===== config.mk =====
export PLATFORM = sky130hd
export DESIGN_NAME = ev_op_scheduler
export DESIGN_NICKNAME = d
export VERILOG_FILES = /design/src/rtl/ev_ctrl_pkg.sv /design/src/rtl/ev_src_arbiter.sv /design/src/rtl/ev_op_scheduler.sv
export SDC_FILE = /design/constraint.sdc
export NUM_CORES = 1
export LEC_CHECK = 0
export CAP_MARGIN = 20
export CORE_MARGIN = 5
export CORE_UTILIZATION = 53
export CTS_CLUSTER_DIAMETER = 100
export DETAILED_ROUTE_END_ITERATION = 16
export PLACE_DENSITY_LB_ADDON = 0.25
export SLEW_MARGIN = 0
export SYNTH_ARGS = -nofsm -noshare
export SYNTH_HDL_FRONTEND = slang
export SYNTH_HIERARCHICAL = 1
export SYNTH_SLANG_ARGS = --single-unit

===== constraint.sdc =====
create_clock -name clk -period 3.5 [get_ports clk]
set_input_delay 0.7 -clock clk [delete_from_list [all_inputs] [get_ports clk]]
set_output_delay 0.7 -clock clk [all_outputs]
set_load 0.01 [all_outputs]

===== src/rtl/ev_ctrl_pkg.sv =====
// Shared op codes, grant encodings and scheduler state for the EV control path.
// Imported by the op scheduler and its source arbiter.
package ev_ctrl_pkg;

  localparam logic [2:0] OP_POWER     = 3'd0;
  localparam logic [2:0] OP_HEADLIGHT = 3'd1;
  localparam logic [2:0] OP_HORN      = 3'd2;
  localparam logic [2:0] OP_RIGHT_IND = 3'd3;
  localparam logic [2:0] OP_SPEED     = 3'd4;
  localparam logic [2:0] OP_PWM       = 3'd5;
  localparam logic [2:0] OP_TEMP      = 3'd6;
  localparam logic [2:0] OP_RESET     = 3'd7;

  localparam logic [1:0] SRC_NONE = 2'b00;
  localparam logic [1:0] SRC_PLC  = 2'b01;
  localparam logic [1:0] SRC_HMI  = 2'b10;
  localparam logic [1:0] SRC_INT  = 2'b11;

  typedef enum logic [1:0] {
    ST_IDLE = 2'd0,
    ST_HOLD = 2'd1,
    ST_GAP  = 2'd2
  } sched_state_e;

endpackage


===== src/rtl/ev_src_arbiter.sv =====
// PLC/HMI priority arbiter with a fairness counter; readies gated by idle_i.
// Ports: clk, rst_n, ena_i, idle_i, mode_i, *_valid_i in; *_ready_o, win_o out.
module ev_src_arbiter
  import ev_ctrl_pkg::*;
#(
  parameter int FAIR_LIMIT = 2
) (
  input  logic       clk,
  input  logic       rst_n,
  input  logic       ena_i,
  input  logic       idle_i,
  input  logic       mode_i,
  input  logic       plc_valid_i,
  input  logic       hmi_valid_i,
  output logic       plc_ready_o,
  output logic       hmi_ready_o,
  output logic [1:0] win_o
);

  localparam int CW = $clog2(FAIR_LIMIT + 2);
  localparam logic [CW-1:0] LIM = CW'(FAIR_LIMIT);

  logic [CW-1:0] cnt_q, cnt_d;
  logic pref_v, oth_v, force_oth;
  logic g_pref, g_oth;

  assign pref_v    = mode_i ? hmi_valid_i : plc_valid_i;
  assign oth_v     = mode_i ? plc_valid_i : hmi_valid_i;
  // preferred side has used up its run while the other waits
  assign force_oth = oth_v & (cnt_q >= LIM);
  assign g_pref    = idle_i & pref_v & ~force_oth;
  assign g_oth     = idle_i & oth_v & (~pref_v | force_oth);

  assign plc_ready_o = mode_i ? g_oth : g_pref;
  assign hmi_ready_o = mode_i ? g_pref : g_oth;

  always_comb begin
    win_o = SRC_NONE;
    if (plc_ready_o)      win_o = SRC_PLC;
    else if (hmi_ready_o) win_o = SRC_HMI;
  end

  always_comb begin
    cnt_d = cnt_q;
    if (ena_i) begin
      if (g_oth | ~oth_v) cnt_d = '0;
      else if (g_pref)    cnt_d = cnt_q + CW'(1);
    end
  end

  always_ff @(posedge clk or negedge rst_n) begin
    if (!rst_n) cnt_q <= '0;
    else        cnt_q <= cnt_d;
  end

endmodule


===== src/rtl/ev_op_scheduler.sv =====
// Op-code sequencer for the motor block: requester arbitration, auto refresh
// pairs, fault reset op, fixed hold + gap per op. Ports per the block summary.
module ev_op_scheduler
  import ev_ctrl_pkg::*;
#(
  parameter int HOLD_CYCLES    = 8,
  parameter int REFRESH_PERIOD = 1024,
  parameter int FAIR_LIMIT     = 2
) (
  input  logic       clk,
  input  logic       rst_n,
  input  logic       ena,
  input  logic       mode_select,
  input  logic       plc_valid,
  input  logic [2:0] plc_op,
  output logic       plc_ready,
  input  logic       hmi_valid,
  input  logic [2:0] hmi_op,
  output logic       hmi_ready,
  input  logic       temp_fault,
  output logic [2:0] op_select,
  output logic       op_busy,
  output logic [1:0] grant_src,
  output logic       refresh_overrun
);

  localparam int HW = (HOLD_CYCLES > 1) ? $clog2(HOLD_CYCLES) : 1;
  localparam int RW = $clog2(REFRESH_PERIOD);
  localparam logic [HW-1:0] HOLD_LAST = HW'(HOLD_CYCLES - 1);
  localparam logic [RW-1:0] REF_LAST  = RW'(REFRESH_PERIOD - 1);

  sched_state_e  state_q, state_d;
  logic [HW-1:0] hcnt_q, hcnt_d;
  logic [RW-1:0] rcnt_q, rcnt_d;
  logic [2:0]    op_q, op_d;
  logic [1:0]    src_q, src_d;
  logic          pair_q, pair_d;
  logic          rpend_q, rpend_d;
  logic          fpend_q, fpend_d;
  logic          tprev_q, tprev_d;
  logic          ovr_q, ovr_d;

  logic       arb_idle, plc_win, hmi_win;
  logic [1:0] win;
  logic       fault_set, ref_term;
  logic       issue_ref, issue_flt, sub_flt;

  assign fault_set = temp_fault & ~tprev_q;
  assign ref_term  = (rcnt_q == REF_LAST);
  // requesters only compete when no internal op is waiting
  assign arb_idle  = rst_n & ena & (state_q == ST_IDLE)
                   & ~fpend_q & ~rpend_q;

  ev_src_arbiter #(
    .FAIR_LIMIT(FAIR_LIMIT)
  ) u_arb (
    .clk        (clk),
    .rst_n      (rst_n),
    .ena_i      (ena),
    .idle_i     (arb_idle),
    .mode_i     (mode_select),
    .plc_valid_i(plc_valid),
    .hmi_valid_i(hmi_valid),
    .plc_ready_o(plc_ready),
    .hmi_ready_o(hmi_ready),
    .win_o      (win)
  );

  assign plc_win = (win == SRC_PLC);
  assign hmi_win = (win == SRC_HMI);

  always_comb begin
    state_d   = state_q;
    hcnt_d    = hcnt_q;
    op_d      = op_q;
    src_d     = src_q;
    pair_d    = pair_q;
    issue_ref = 1'b0;
    issue_flt = 1'b0;
    sub_flt   = 1'b0;
    if (ena) begin
      unique case (state_q)
        ST_IDLE: begin
          unique case (1'b1)
            fpend_q: begin
              state_d   = ST_HOLD;
              hcnt_d    = '0;
              op_d      = OP_RESET;
              src_d     = SRC_INT;
              issue_flt = 1'b1;
            end
            rpend_q && !fpend_q: begin
              state_d   = ST_HOLD;
              hcnt_d    = '0;
              op_d      = temp_fault ? OP_TEMP : OP_SPEED;
              src_d     = SRC_INT;
              pair_d    = 1'b1;
              issue_ref = 1'b1;
            end
            plc_win: begin
              state_d = ST_HOLD;
              hcnt_d  = '0;
              op_d    = plc_op;
              src_d   = SRC_PLC;
            end
            hmi_win: begin
              state_d = ST_HOLD;
              hcnt_d  = '0;
              op_d    = hmi_op;
              src_d   = SRC_HMI;
            end
            default: ;
          endcase
        end
        ST_HOLD: begin
          if (hcnt_q == HOLD_LAST) state_d = ST_GAP;
          else                     hcnt_d  = hcnt_q + HW'(1);
        end
        ST_GAP: begin
          if (pair_q) begin
            // second half of the refresh pair, unless a fault is waiting
            state_d = ST_HOLD;
            hcnt_d  = '0;
            pair_d  = 1'b0;
            src_d   = SRC_INT;
            if (fpend_q | fault_set) begin
              op_d    = OP_RESET;
              sub_flt = 1'b1;
            end else begin
              op_d = OP_PWM;
            end
          end else begin
            state_d = ST_IDLE;
          end
        end
        default: state_d = ST_IDLE;
      endcase
    end
  end

  always_comb begin
    fpend_d = fpend_q;
    rpend_d = rpend_q;
    rcnt_d  = rcnt_q;
    tprev_d = tprev_q;
    ovr_d   = ovr_q;
    if (ena) begin
      fpend_d = sub_flt ? 1'b0
              : ((fpend_q & ~issue_flt) | fault_set);
      rpend_d = ref_term | (rpend_q & ~issue_ref);
      ovr_d   = ovr_q | (ref_term & rpend_q);
      rcnt_d  = ref_term ? '0 : rcnt_q + RW'(1);
      tprev_d = temp_fault;
    end
  end

  always_ff @(posedge clk or negedge rst_n) begin
    if (!rst_n) begin
      state_q <= ST_IDLE;
      hcnt_q  <= '0;
      rcnt_q  <= '0;
      op_q    <= OP_POWER;
      src_q   <= SRC_NONE;
      pair_q  <= 1'b0;
      rpend_q <= 1'b0;
      fpend_q <= 1'b0;
      tprev_q <= 1'b0;
      ovr_q   <= 1'b0;
    end else begin
      state_q <= state_d;
      hcnt_q  <= hcnt_d;
      rcnt_q  <= rcnt_d;
      op_q    <= op_d;
      src_q   <= src_d;
      pair_q  <= pair_d;
      rpend_q <= rpend_d;
      fpend_q <= fpend_d;
      tprev_q <= tprev_d;
      ovr_q   <= ovr_d;
    end
  end

  assign op_select       = (state_q == ST_HOLD) ? op_q : OP_POWER;
  assign op_busy         = (state_q != ST_IDLE);
  assign grant_src       = op_busy ? src_q : SRC_NONE;
  assign refresh_overrun = ovr_q;

endmodule


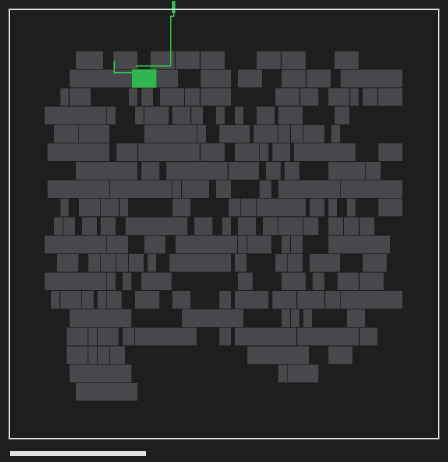
Figure 1: run 1, wires at chosen ports, followed through buffers.
Bar = 20 um.
port	colour	direction	end cells	wire
hmi_ready	green	output	1	18.0 um

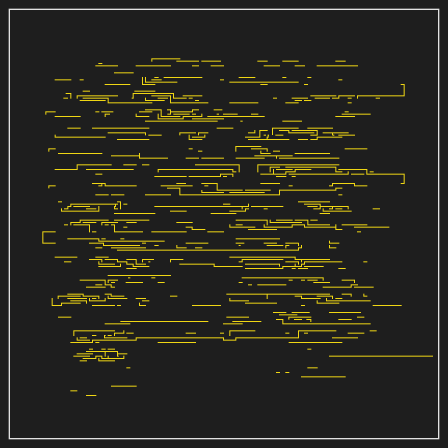
Figure 2: run 1, the metal 1 layer.
share of all routed wire	45%
main direction	horizontal
longest straight run	26.7 um
nets with wire on the layer	172
wire length on this layer	1,280 um

==> impl_report.txt, run 1 <==
=== SYNTHESIS / PLACE & ROUTE SUMMARY ===
----------------------------------------------------
[Final layout]
  Register fraction of the total cell area ........................ a little under two fifths
  Syn-to-layout area delta ........................ 18.7%
  NonClk Buf Share ........................ a little over an eighth
  Clk_buf instances ........................ 4
  ANT cells ........................ 0
  Count of nets after finishing ........................ between 150 and 200
  Largest class ........................ combinational gates
  Total area of sequential cells ........................ 676 um2
  Most used logic cell in the final layout ........................ dfrtp_1

[Status]
  Result of the run ........................ finished, final reports clean

[Pwr]
  Internal power component ........................ 606 uW
  Leak Pwr ........................ 0.789 nW
  Switching share of power ........................ 32.6%
  Combinational cell power ........................ 333 uW
  Sequential share of power ........................ 48.8%

[Worst setup path]
  Cell at the slowest stage of the critical path ........................ clkdlybuf4s50_1
  Reg2Reg Depth ........................ 11
  Slowest stage delay, CP ........................ 0.60 ns
  Endpoint of the lowest-slack register-to-register path ........................ hcnt_q[0]$_DFFE_PN0P_
  CP required ........................ between 2 and 3 ns
  Startpoint Class ........................ register
  Data arrival time of the critical path ........................ around 2.5 ns
  Critical Path End Type ........................ output pin

[Hold path]
  Hold Path Stages ........................ 1
  Kind of path behind the tightest hold check ........................ reg2reg

[GRT]
  Number of antenna violations at the first check in global routing ........................ 0

[Routing]
  Via total after detailed routing ........................ 1,098
  Initial DRC count ........................ 66
  Drt via density ........................ approximately 5.5
  Average routed wire per standard cell ........................ 14.3 um

[Final timing]
  Pins over their slew limit ........................ 0
  RSZ-0062 raised after global routing ........................ no

[Synth]
  Synthesis area per yosys ........................ approximately 0.0015 mm2
  Yosys synthesis warning count ........................ 6
  Average cell area after synthesis ........................ around 10 um2

[Placement]
  Port Buf Inserts ........................ 21

[Floorplan]
  Floorplan utilization ........................ between 50 and 60%
  Tap cell instance count ........................ 31

----------------------------------------------------
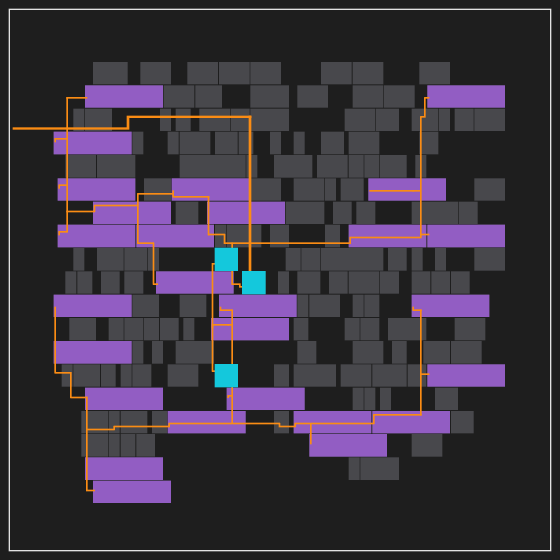
Figure 3: run 1, clock network drawn from the DEF.
[clock wires] orange | length: 281 um
[flip-flops] purple | count: 27
[clock drivers] cyan | count: 3
routed clock nets	4

-- run 1: through the flow --
stage / worst slack (ns) / std cells / cell area (um2) / power (mW) / hold WS, ns
after floorplan: 0.336 / 144 / 1500 / 0.640 / 0.404
final: 0.265 / 200 / 1780 / 0.899 / 0.492
after CTS: 0.136 / 200 / 1770 / 0.911 / 0.506
after detailed placement: 0.145 / 196 / 1750 / 0.782 / 0.470
after global routing: 0.0445 / 200 / 1780 / 0.972 / 0.532
after global placement: 0.224 / 196 / 1750 / 0.765 / 0.444
-- run 1: registers in the layout, summed over array words and instances (netlist names) --
register and count:
rpend_q 1, u_arb/cnt_q 2, fpend_q 1, rcnt_q 10, state_q 2, src_q 2
tprev_q 1, op_q 3, pair_q 1, refresh_overrun 1, hcnt_q 3
-- run 1: worst max-delay path by stage --
stage | depth (start not counted) | to | start | slack, ns
final | 6 | plc_ready | state_q[0]$_DFFE_PN0P_ | 0.26
after global routing | 6 | plc_ready | state_q[0]$_DFFE_PN0P_ | 0.04
after CTS | 6 | plc_ready | state_q[0]$_DFFE_PN0P_ | 0.14
after detailed placement | 11 | hcnt_q[0]$_DFFE_PN0P_ | ena | 0.15
after global placement | 11 | hcnt_q[0]$_DFFE_PN0P_ | ena | 0.22
after floorplan | 12 | hcnt_q[0]$_DFFE_PN0P_ | ena | 0.34
-- run 1: kinds of logic after synthesis --
kind of cell             share of synthesized area (%)
AND/OR/NAND/NOR                                   20.7
AND-OR/OR-AND                                     13.7
flip-flops                                        45.1
multiplexers                                      5.93
buffers and inverters                             4.01
adder cells (fa/ha/maj)                           5.85
XOR/XNOR                                          4.68
-- run 1: metal layers --
layer / global-route usage, % / up-vias / share of wire [%]
li1: - / 557 / -
met4: 3.98 / 0 / 0.67
met1: 19.4 / 525 / 45
met3: 3.02 / 2 / 2.9
met5: 0 / - / 0
met2: 25.9 / 14 / 52
-- run 1: Yosys cell counts, drive strengths merged --
| master | count | area share [%] |
|---|---|---|
| nor2b | 5 | 2.6 |
| a222oi | 1 | 0.67 |
| nor3b | 1 | 0.50 |
| or2 | 1 | 0.42 |
| buf | 2 | 1.3 |
| xor2 | 3 | 1.8 |
| or2b | 1 | 0.50 |
| a31oi | 3 | 1.3 |
| o22ai | 2 | 0.84 |
| clkbuf | 1 | 0.25 |
| a211oi | 2 | 1.8 |
| o21ai | 4 | 1.3 |
| nand2b | 2 | 0.84 |
| a21o | 3 | 1.6 |
| a22oi | 1 | 0.50 |
| and2b | 1 | 0.50 |
| dfrtp | 27 | 45 |
| and3 | 2 | 0.84 |
| a21oi | 6 | 2.0 |
| a211o | 1 | 0.58 |
| mux2i | 4 | 2.7 |
| xnor2 | 5 | 2.9 |
| and4 | 1 | 0.58 |
| nor2 | 11 | 2.8 |
| nor4 | 1 | 1.4 |
| nand3 | 6 | 2.0 |
| and2 | 5 | 2.1 |
| o211a | 2 | 1.3 |
| a41oi | 2 | 1.2 |
| nor3 | 4 | 2.0 |
| nand4 | 3 | 1.3 |
| nand2 | 9 | 2.4 |
| inv | 10 | 2.5 |
| a22o | 1 | 0.58 |
| mux2 | 4 | 3.3 |
| ha | 7 | 5.8 |
Figure 4. Register map, names as in the netlist (run 1).
Other sequential cells in the stronger grey, the rest of the logic in the fainter grey.
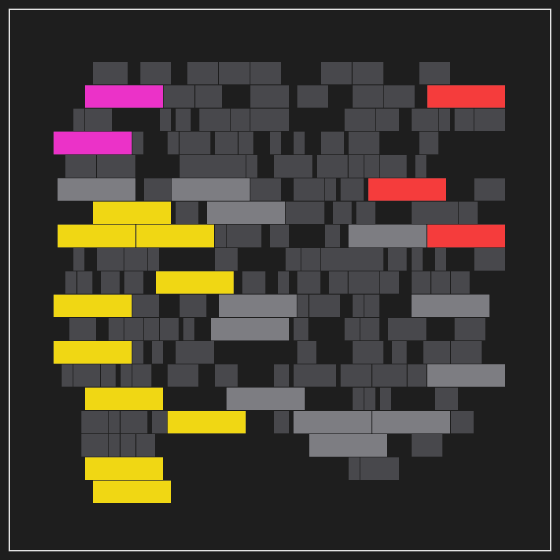

==> run 2, diff against run 1 <==
--- a/config.mk
+++ b/config.mk
@@ -9,4 +9,5 @@
 export CORE_MARGIN = 5
 export CORE_UTILIZATION = 53
+export CTS_BUF_LIST = sky130_fd_sc_hd__clkbuf_8 sky130_fd_sc_hd__clkbuf_16
 export CTS_CLUSTER_DIAMETER = 100
 export DETAILED_ROUTE_END_ITERATION = 16
==> constraint.sdc (replaced) <==
create_clock -name clk -period 3.7 [get_ports clk]
set_input_delay 0.74 -clock clk [delete_from_list [all_inputs] [get_ports clk]]
set_output_delay 0.74 -clock clk [all_outputs]
set_load 0.1 [all_outputs]
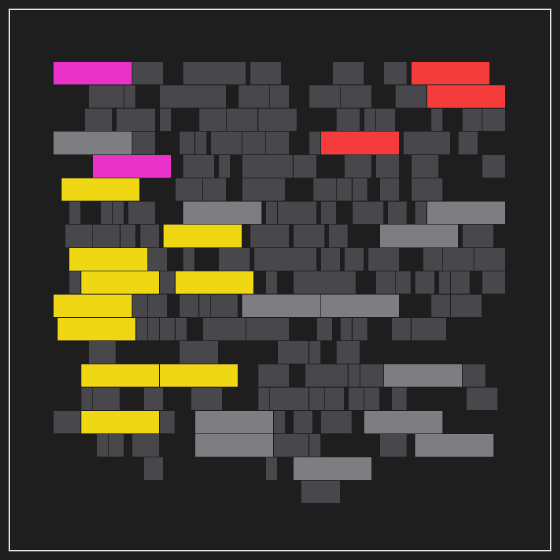
Figure 5: run 2, register map, names as in the netlist.
Other sequential cells in the stronger grey, the rest of the logic in the fainter grey.
netlist name	colour	placed flops
op_q	red	3
rcnt_q	yellow	10
u_arb/cnt_q	magenta	2

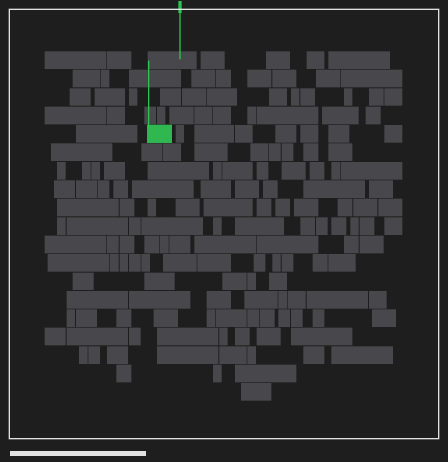
Figure 6: run 2, wires at chosen ports, followed through buffers.
Bar = 20 um.
port	colour	direction	end cells	wire
hmi_ready	green	output	1	16.8 um

==> impl_report.txt, run 2 <==
=== SYNTHESIS / PLACE & ROUTE SUMMARY ===
----------------------------------------------------
[Status]
  Result of the run ........................ finished, final reports clean

[Clock network]
  Root buf cell ........................ clkbuf_8
  CTS tree ........................ built
  Post-CTS setup buffer count ........................ 0
  Buffer levels on the longest clock path ........................ 2
  Count of clock tree sinks ........................ 27

[Final layout]
  Registers with the highest flip-flop counts ........................ rcnt_q x10, hcnt_q x3, op_q x3
  Number of fill cells ........................ 228
  Count of nets after finishing ........................ 190 (unchanged)
  Most used logic cell in the final layout ........................ dfrtp_1
  Combinational Area ........................ 773 um2
  Total area of sequential cells ........................ 676 um2 (unchanged)
  Register with the most flip-flops ........................ rcnt_q
  Top library cells by usage in the layout, fill and taps aside ........................ 27 x dfrtp_1, 15 x clkdlybuf4s50_1, 11 x nor2_1, 10 x inv_1, 8 x nand2_1
  ANT cells ........................ 0 (unchanged)
  Flip-flop count of the largest register after layout ........................ 10 (unchanged)
  Syn-to-layout area delta ........................ 21.3%

[Synth]
  Adder and majority cell fraction of the synthesized area ........................ 5.85% (unchanged)
  Library cell with the highest instance count after synthesis ........................ dfrtp_1
  Synth flops ........................ 27
  Number of synthesized flops with an enable pin ........................ 0 (unchanged)
  Average cell area after synthesis ........................ 10.4 um2 (unchanged)
  Synthesis area per yosys ........................ 0.00150 mm2 (unchanged)
  Post-synthesis cell type count ........................ 44
  Post-Synth AOI/OAI Area ........................ 13.7% (unchanged)
  Commonest register cell after synthesis ........................ dfrtp_1
  Count of instantiated cells in the yosys netlist ........................ 144
  Dominant non-sequential cell family after synthesis ........................ simple AND/OR/NAND/NOR gates
  Yosys synthesis warning count ........................ 6 (unchanged)
  Main area contributors ........................ dfrtp_1 45%, ha_1 5.8%, xnor2_1 2.9%
  Share of the synthesized area in the top cell type ........................ 45.1% (unchanged)
  Post-Synthesis Cells ........................ 144
  Simple-Gate Area Share ........................ 20.7% (unchanged)
  Fraction of synthesis flops using an asynchronous set or reset pin ........................ 100% (unchanged)
  Commonest cells in the synthesized netlist ........................ 27 x dfrtp_1, 11 x nor2_1, 10 x inv_1
  Share of the synthesized netlist area taken by xor and xnor gates ........................ 4.68% (unchanged)
  Post-synth seq share ........................ a little under half
  Largest area contributor in the synthesized netlist ........................ dfrtp_1
  Mux contribution to synthesized area ........................ 5.93% (unchanged)

[Final timing]
  Slew Limit Headroom ........................ 34.6%
  Endpoints failing hold ........................ 0
  Post-route setup TNS ........................ 0 ns
  RSZ-0062 raised after global routing ........................ no
  F_max ........................ 330 MHz
  Final period demand of the worst path ........................ 3.03 ns
  Pins over their slew limit ........................ 0 (unchanged)

[Worst setup path]
  Cell at the slowest stage of the critical path ........................ clkdlybuf4s50_1
  Type of the setup path with the least slack ........................ in2reg
  Endpoint of the lowest-slack register-to-register path ........................ hcnt_q[0]$_DFFE_PN0P_
  Slowest stage delay, CP ........................ 0.47 ns (-0.13 ns)
  Reg2Reg Depth ........................ 11 (unchanged)
  CP required ........................ 3.87 ns (+1.07 ns)
  Beginning of the worst register-to-register path ........................ state_q[0]$_DFFE_PN0P_
  Data arrival time of the critical path ........................ 3.20 ns (+0.66 ns)
  Startpoint Class ........................ input port
  Critical Path End Type ........................ register
  Internal reg-to-reg setup slack ........................ 0.71 ns

[Placement]
  Weighted congestion at the end of routability-driven global placement ........................ ~0.81
  Port Buf Inserts ........................ 21 (unchanged)

[Hold path]
  Kind of path behind the tightest hold check ........................ reg2reg
  Hold Path Stages ........................ 1 (unchanged)

[Routing]
  Final antenna-violating net count ........................ 0
  Average routed wire per standard cell ........................ 15.6 um (+9.2%)
  DRC violations left ........................ 0
  Via total after detailed routing ........................ 1,153 (+5.0%)
  Drt via density ........................ 5.77 (+5.0%)
  Initial DRC count ........................ 62 (-6.1%)

[Pwr]
  Leak Pwr ........................ 0.806 nW (+2.1%)
  Clk pwr share ........................ between 10% and 20%
  Sequential share of power ........................ 36.8% (-12 points)
  Power Total ........................ 1.13 mW (+26%)
  Internal power component ........................ 600 uW (-1.0%)
  Switching share of power ........................ 46.9% (+14 points)
  Comb power frac ........................ 48.0%
  Highest ir drop seen on vdd ........................ roughly 0.55 mV
  Sw Pwr ........................ 531 uW

[GRT]
  GRT overflow ........................ 0
  Number of global-route vias before repair ........................ 1,214
  First-pass GRT wire length ........................ 5310 um
  Largest net degree at the start of global routing ........................ 28
  Number of antenna violations at the first check in global routing ........................ 0 (unchanged)
  All-Layer GR Usage ........................ 16.5%

[Floorplan]
  Floorplan utilization ........................ 54.8% (unchanged)
  Number of cell rows ........................ 19
  Chip height ........................ between 60 and 70 um
  DIE WIDTH ........................ 63.2 um
  Overall chip area ........................ 0.00399 mm2

[Flow run]
  Tally of OpenROAD warnings ........................ 28

----------------------------------------------------
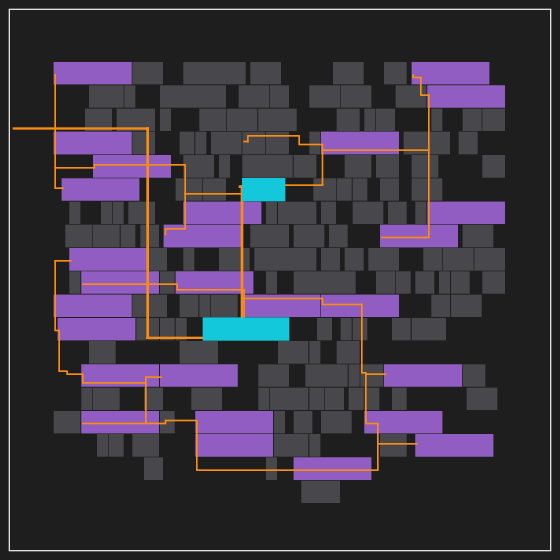
Figure 7: run 2, clock network drawn from the DEF.
[clock drivers] cyan | count: 3
[flip-flops] purple | count: 27
[clock wires] orange | length: 331 um
routed clock nets	4

-- run 2: cell counts after synthesis --
Identical to the previous run, type by type.
-- run 2: logic make-up after synthesis --
kind of cell | count (synthesis)
and+or+nand+nor | 53
AOI/OAI and AO/OA | 28
DFF | 27
buffers and inverters | 13
xor gates and xnor gates | 8
muxes | 8
adders and majority gates | 7
-- run 2: worst max-delay path, delay by kind of cell --
family	cells	cell delay, ns
buf+inv	2	0.54
fa+ha+maj	1	0.27
compound gates	1	0.22
simple gates	6	1.09
mux	1	0.35
-- run 2: worst max path at each step --
stage | startpoint | to | slack, ns | cells after the start
after floorplan | ena | hcnt_q[0]$_DFFE_PN0P_ | 0.09 | 12
after global placement | ena | hcnt_q[0]$_DFFE_PN0P_ | 0.46 | 11
after detailed placement | ena | hcnt_q[0]$_DFFE_PN0P_ | 0.37 | 11
after CTS | ena | hcnt_q[0]$_DFFE_PN0P_ | 0.65 | 11
after global routing | ena | hcnt_q[0]$_DFFE_PN0P_ | 0.51 | 11
final | ena | hcnt_q[0]$_DFFE_PN0P_ | 0.67 | 11
-- run 2: through the flow --
step	setup WS [ns]	util, %	cells	cell area [um2]	hold WS (ns)
floorplan	0.0895	-	144	1510	0.444
global placement	0.463	64.7	196	1770	0.443
detailed placement	0.374	64.7	196	1770	0.451
CTS	0.652	66.5	200	1820	0.473
global route	0.509	66.5	200	1820	0.513
finish	0.668	66.5	200	1820	0.469
-- run 2: layer usage --
metal / track usage, % / up-vias / part of all wire, %
met3: 3.20 / 6 / 2.9
met2: 30.4 / 19 / 53
li1: - / 556 / -
met5: 0 / - / 0
met1: 18.1 / 572 / 42
met4: 7.16 / 0 / 2.2
-- run 2: final cells by class --
cell class	instances	area share, %
well taps	31	2.13
clock inverters	1	0.413
clock buffers	3	2.27
inverters	10	2.07
multi-input cells	104	42.6
repair buffers	24	13.4
flip-flops and latches	27	37.2
-- run 2: power groups by stage --
stage / sequential [mW] / combinational [mW] / clock (mW)
floorplan: 0.404 / 0.435 / 0
global placement: 0.416 / 0.535 / 0
detailed placement: 0.421 / 0.547 / 0
CTS: 0.415 / 0.548 / 0.175
global route: 0.424 / 0.576 / 0.189
finish: 0.416 / 0.543 / 0.172
No activity file was given, so power comes from the tool's default toggle rates.
